`src/rtl/register_file_pkg.sv`:
```
// Shared constants for the register file and the ALU/CPU datapath that sits around it.
package register_file_pkg;

  localparam int unsigned ZERO_ADDR = 0;
  localparam int unsigned DATA_W    = 32;
  localparam int unsigned ADDR_W    = 5;

endpackage

```
`src/rtl/register_file_mux_pow2.sv`:
```
// Power-of-two N-bit wide selector: one of 2**L inputs chosen by an L-bit select.
module mux_pow2
  import register_file_pkg::*;
#(
  parameter int N = DATA_W,
  parameter int L = ADDR_W
) (
  input  logic [N-1:0] data [1<<L],
  input  logic [L-1:0] sel,
  output logic [N-1:0] out
);

  always_comb begin
    out = data[sel];
  end

endmodule

```
`src/rtl/register_file.sv`:
```
// 2**L x N register file: one write port, two combinational read ports with
// optional write forwarding and hard-wired zero register.
module register_file
  import register_file_pkg::*;
#(
  parameter int N        = DATA_W,
  parameter int L        = ADDR_W,
  parameter int ZERO_REG = 1,
  parameter int BYPASS   = 1
) (
  input  logic         clk,
  input  logic         rst,
  input  logic         wr_ena,
  input  logic [L-1:0] wr_addr,
  input  logic [N-1:0] wr_data,
  input  logic [L-1:0] rd_addr0,
  output logic [N-1:0] rd_data0,
  input  logic [L-1:0] rd_addr1,
  output logic [N-1:0] rd_data1
);

  localparam int unsigned DEPTH = 1 << L;

  logic [N-1:0] regs [DEPTH];
  logic [N-1:0] mux0;
  logic [N-1:0] mux1;
  logic         wr_live;

  always_comb begin
    wr_live = wr_ena && !((ZERO_REG != 0) && (wr_addr == L'(ZERO_ADDR)));
  end

  always_ff @(posedge clk or posedge rst) begin
    if (rst) begin
      for (int unsigned i = 0; i < DEPTH; i++) begin
        regs[i] <= '0;
      end
    end else if (wr_live) begin
      regs[wr_addr] <= wr_data;
    end
  end

  mux_pow2 #(.N(N), .L(L)) u_mux0 (
    .data (regs),
    .sel  (rd_addr0),
    .out  (mux0)
  );

  mux_pow2 #(.N(N), .L(L)) u_mux1 (
    .data (regs),
    .sel  (rd_addr1),
    .out  (mux1)
  );

  // Priority after the mux: reset and zero-register masking override forwarding.
  function automatic logic [N-1:0] port_read(input logic [L-1:0] addr,
                                              input logic [N-1:0] stored);
    if (rst || ((ZERO_REG != 0) && (addr == L'(ZERO_ADDR)))) begin
      return '0;
    end else if ((BYPASS != 0) && wr_live && (addr == wr_addr)) begin
      return wr_data;
    end else begin
      return stored;
    end
  endfunction

  always_comb begin
    rd_data0 = port_read(rd_addr0, mux0);
    rd_data1 = port_read(rd_addr1, mux1);
  end

endmodule

```
`config.mk`:
```
export PLATFORM = sky130hd
export DESIGN_NAME = register_file
export DESIGN_NICKNAME = d
export VERILOG_FILES = /design/src/rtl/register_file_pkg.sv /design/src/rtl/register_file_mux_pow2.sv /design/src/rtl/register_file.sv
export SDC_FILE = /design/constraint.sdc
export NUM_CORES = 2
export LEC_CHECK = 0
export ABC_AREA = 1
export CAP_MARGIN = 20
export CORE_UTILIZATION = 50
export DETAILED_ROUTE_END_ITERATION = 6
export PLACE_DENSITY = 0.74
export SLEW_MARGIN = 20
export SYNTH_ARGS = -nofsm -noshare
export SYNTH_HDL_FRONTEND = slang
export SYNTH_SLANG_ARGS = --single-unit
```
`constraint.sdc`:
```
create_clock -name clk -period 53.2 [get_ports clk]
set_input_delay 10.64 -clock clk [delete_from_list [all_inputs] [get_ports clk]]
set_output_delay 10.64 -clock clk [all_outputs]
set_load 0.02 [all_outputs]
```
==> images/metal_stack.png <==
The bar under the picture is 100 µm long.
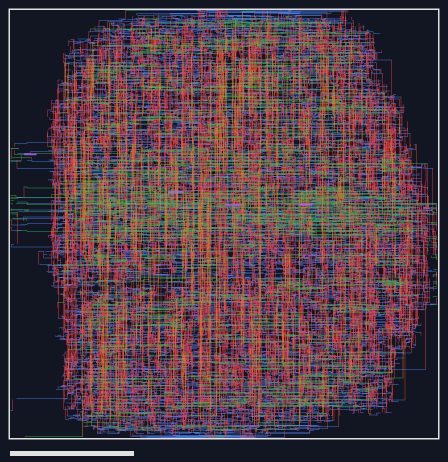
Key: red = met2 [wire length 93.0 mm]; orange = met4 [wire length 14000 µm]; blue = met1 [wire length 85.0 mm]; green = met3 [wire length 29.3 mm]; purple = met5 [wire length 39.6 µm]
via count: 60870
final wirelength: 221300 µm

==> images/zoom.png <==
Region (158, 158) to (188, 188) µm. Cells in grey, sequential cells in the stronger grey; small squares are vias.
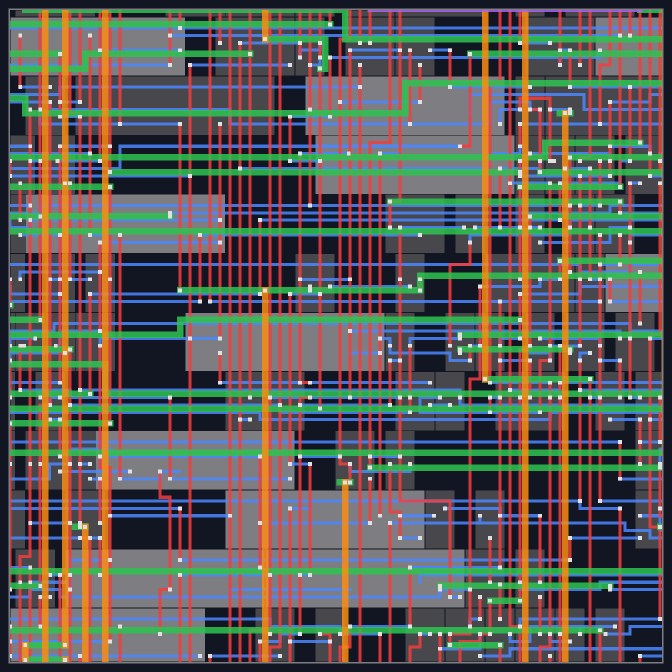
Key: blue = met1; purple = met5; orange = met4; red = met2; green = met3
Most frequent: nand2_1 (26), o21ai_0 (11), dfrtp_1 (10). Sequential cells in the window: 10. Netlist names of flops here include `regs` (10). 74 logic cells have their middle in the window.

==> images/port_nets.png <==
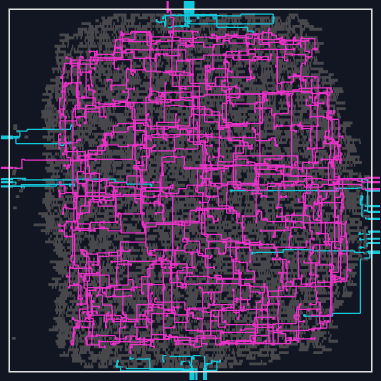
Key: cyan = `rd_data1` [bits 32, direction output, end cells 32, wire 1760 µm]; magenta = `rd_addr0` [bits 5, direction input, end cells 1003, wire 17900 µm]

==> impl_metrics.xml <==
<?xml version="1.0" encoding="UTF-8"?>
<metrics>
  <group name="yosys">
    <metric name="synth_area" unit="µm²">59230</metric>
    <metric name="synth_async_sr_flop_share" unit="%">100.0</metric>
    <metric name="yosysWarningCount" unit="">0</metric>
    <metric name="post-synth-top-area-fraction" unit="%">43.26</metric>
    <metric name="syn_nets" unit="">9214</metric>
    <metric name="number_of_flops_mapped_to_enable_cells_by_yosys" unit="">0</metric>
    <metric name="synth_dominant_cell_count" unit="">sky130_fd_sc_hd__nand2_1</metric>
  </group>
  <group name="die">
    <metric name="die_w" unit="µm">346.2</metric>
    <metric name="placeableCoreArea" unit="µm²">116800</metric>
  </group>
  <group name="sta">
    <metric name="final_hold_viol_count" unit="">0</metric>
    <metric name="rsz0062_at_grt" unit="">false</metric>
    <metric name="relSlewSlack" unit="%">18.49</metric>
    <metric name="setup_viol_count_final" unit="">0</metric>
    <metric name="totalNegativeSetupSlack" unit="ps">0</metric>
    <metric name="timing_max_transition_violations_final" unit="">0</metric>
  </group>
  <group name="cells_and_area">
    <metric name="largest_reg_flops" unit="">1024</metric>
  </group>
  <group name="global_route">
    <metric name="grt_antenna_before_repair" unit="">9</metric>
    <metric name="wire_length_of_the_first_global_routing_pass" unit="µm">337100</metric>
  </group>
  <group name="status">
    <metric name="status" unit="">finished clean</metric>
  </group>
  <group name="setup_path">
    <metric name="timing.critical_path.fanout_max" unit="">72</metric>
    <metric name="path_cells" unit="">buf_6 -&gt; inv_6 -&gt; nor2_4 -&gt; buf_4 -&gt; buf_4 -&gt; nand2_1 -&gt; nor2_1 -&gt; nor2_1 -&gt; nand2_1 -&gt; nand3_1 -&gt; nand2_1 -&gt; a21oi_1 -&gt; clkdlybuf4s50_1</metric>
  </group>
  <group name="clock_network">
    <metric name="clock_latency_at_the_later_pin_of_the_worst_skew_pair" unit="ps">690</metric>
  </group>
  <group name="route">
    <metric name="detail_route.wl_per_cell" unit="µm">21.33</metric>
  </group>
</metrics>
==> images/final_clocks.png <==
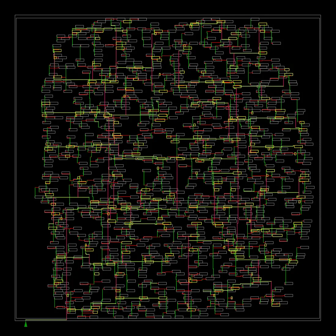
sequential cells: 1024
Worst Skew: 0 ps
total CTS buffers: 111
clock net sink count: 1024

==> images/drive_strength.png <==
The bar under the picture is 100 µm long.
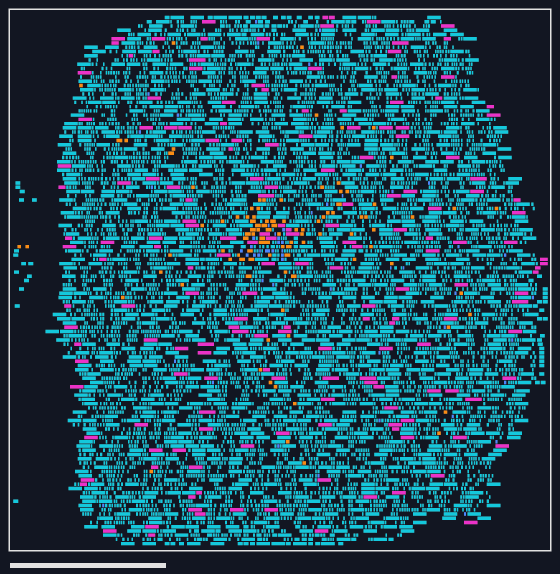
Key: orange = drive 3 to 4 [cells 98]; blue = drive 2 [cells 54]; cyan = drive 1 or less [cells 8516]; magenta = drive 6 and up [cells 177]

-- routing by layer --
| layer | global-route usage [%] | wire length [µm] | vias up |
|---|---|---|---|
| met2 | 53.80 | 92960 | 4098 |
| met4 | 21.22 | 14010 | 8 |
| met5 | 0 | 39 | - |
| li1 | - | - | 27780 |
| met1 | 48.27 | 85040 | 28130 |
| met3 | 8.793 | 29270 | 849 |
-- placed cells by master, fill, tap and decap left out, types with 3 or more instances in the layout --
cell type                         Yosys  routed
sky130_fd_sc_hd__nand2_1           3653    3625
sky130_fd_sc_hd__nand3_1           1156    1156
sky130_fd_sc_hd__dfrtp_1           1024    1024
sky130_fd_sc_hd__o21ai_0            980     980
sky130_fd_sc_hd__nor2_1             776     772
sky130_fd_sc_hd__inv_1              684     677
sky130_fd_sc_hd__clkbuf_16            0     113
sky130_fd_sc_hd__clkdlybuf4s50_1      0     103
sky130_fd_sc_hd__o21ai_1             77      77
sky130_fd_sc_hd__buf_4                0      73
sky130_fd_sc_hd__a21oi_1             66      66
sky130_fd_sc_hd__clkinv_2             0      30
sky130_fd_sc_hd__clkbuf_8             0      29
sky130_fd_sc_hd__clkbuf_1           554      18
sky130_fd_sc_hd__nand2_2              0      13
sky130_fd_sc_hd__nand2_4              0      12
sky130_fd_sc_hd__bufinv_16            0      12
sky130_fd_sc_hd__diode_2              0       8
sky130_fd_sc_hd__inv_2                8       8
sky130_fd_sc_hd__nor2_4               0       8
sky130_fd_sc_hd__nor3_1               7       7
sky130_fd_sc_hd__xnor2_1              6       6
sky130_fd_sc_hd__buf_6                0       6
sky130_fd_sc_hd__buf_12               0       6
sky130_fd_sc_hd__nand2_8              0       3
sky130_fd_sc_hd__inv_8                0       3
sky130_fd_sc_hd__clkinvlp_4           0       3
-- where the power goes --
group	total [W]	switching (W)	internal [W]
clock	0.000819	0.000334	0.000485
sequential	0.00101	0.0000856	0.000925
combinational	0.000490	0.000330	0.000160
-- worst max-delay path, delay by kind of cell --
kind / cells / cell delay, ps
buffers and inverters: 5 / 2960
AND/OR/NAND/NOR: 7 / 1540
AND-OR/OR-AND: 1 / 250
-- stage by stage --
step | utilization, % | area (µm²) | total power, W
floorplan | - | 59230 | 0.001361
global placement | 51.67 | 60370 | 0.001477
detailed placement | 51.67 | 60370 | 0.001497
finish | 55.01 | 64270 | 0.002321
CTS | 54.94 | 64190 | 0.002310
global route | 55.00 | 64260 | 0.002436
-- area by class of cell --
cell class / count / area (µm²) / area share [%]
repair buffers: 193 / 1834 / 2.854
multi-input cells: 6731 / 28430 / 44.23
clock inverters: 44 / 528.0 / 0.8215
well taps: 1524 / 1907 / 2.967
inverters: 693 / 2638 / 4.104
diodes: 8 / 20.02 / 0.03115
clock buffers: 160 / 3294 / 5.126
flip-flops and latches: 1024 / 25620 / 39.87
-- worst paths after layout --
path	start	depth (start not counted)	to	slack, ps
hold reg to reg	regs[996]	0	regs[996]	400
hold / removal	regs[996]	0	regs[996]	400
min in group asynchronous	rst	2	regs[1005]	10650
max in group asynchronous	rst	6	regs[1001]	38810
setup / recovery	rd_addr0[1]	13	rd_data0[13]	26970
setup reg to reg	regs[498]	2	regs[498]	52390
Power figures rest on the tool's default switching activity, not on a simulated workload.
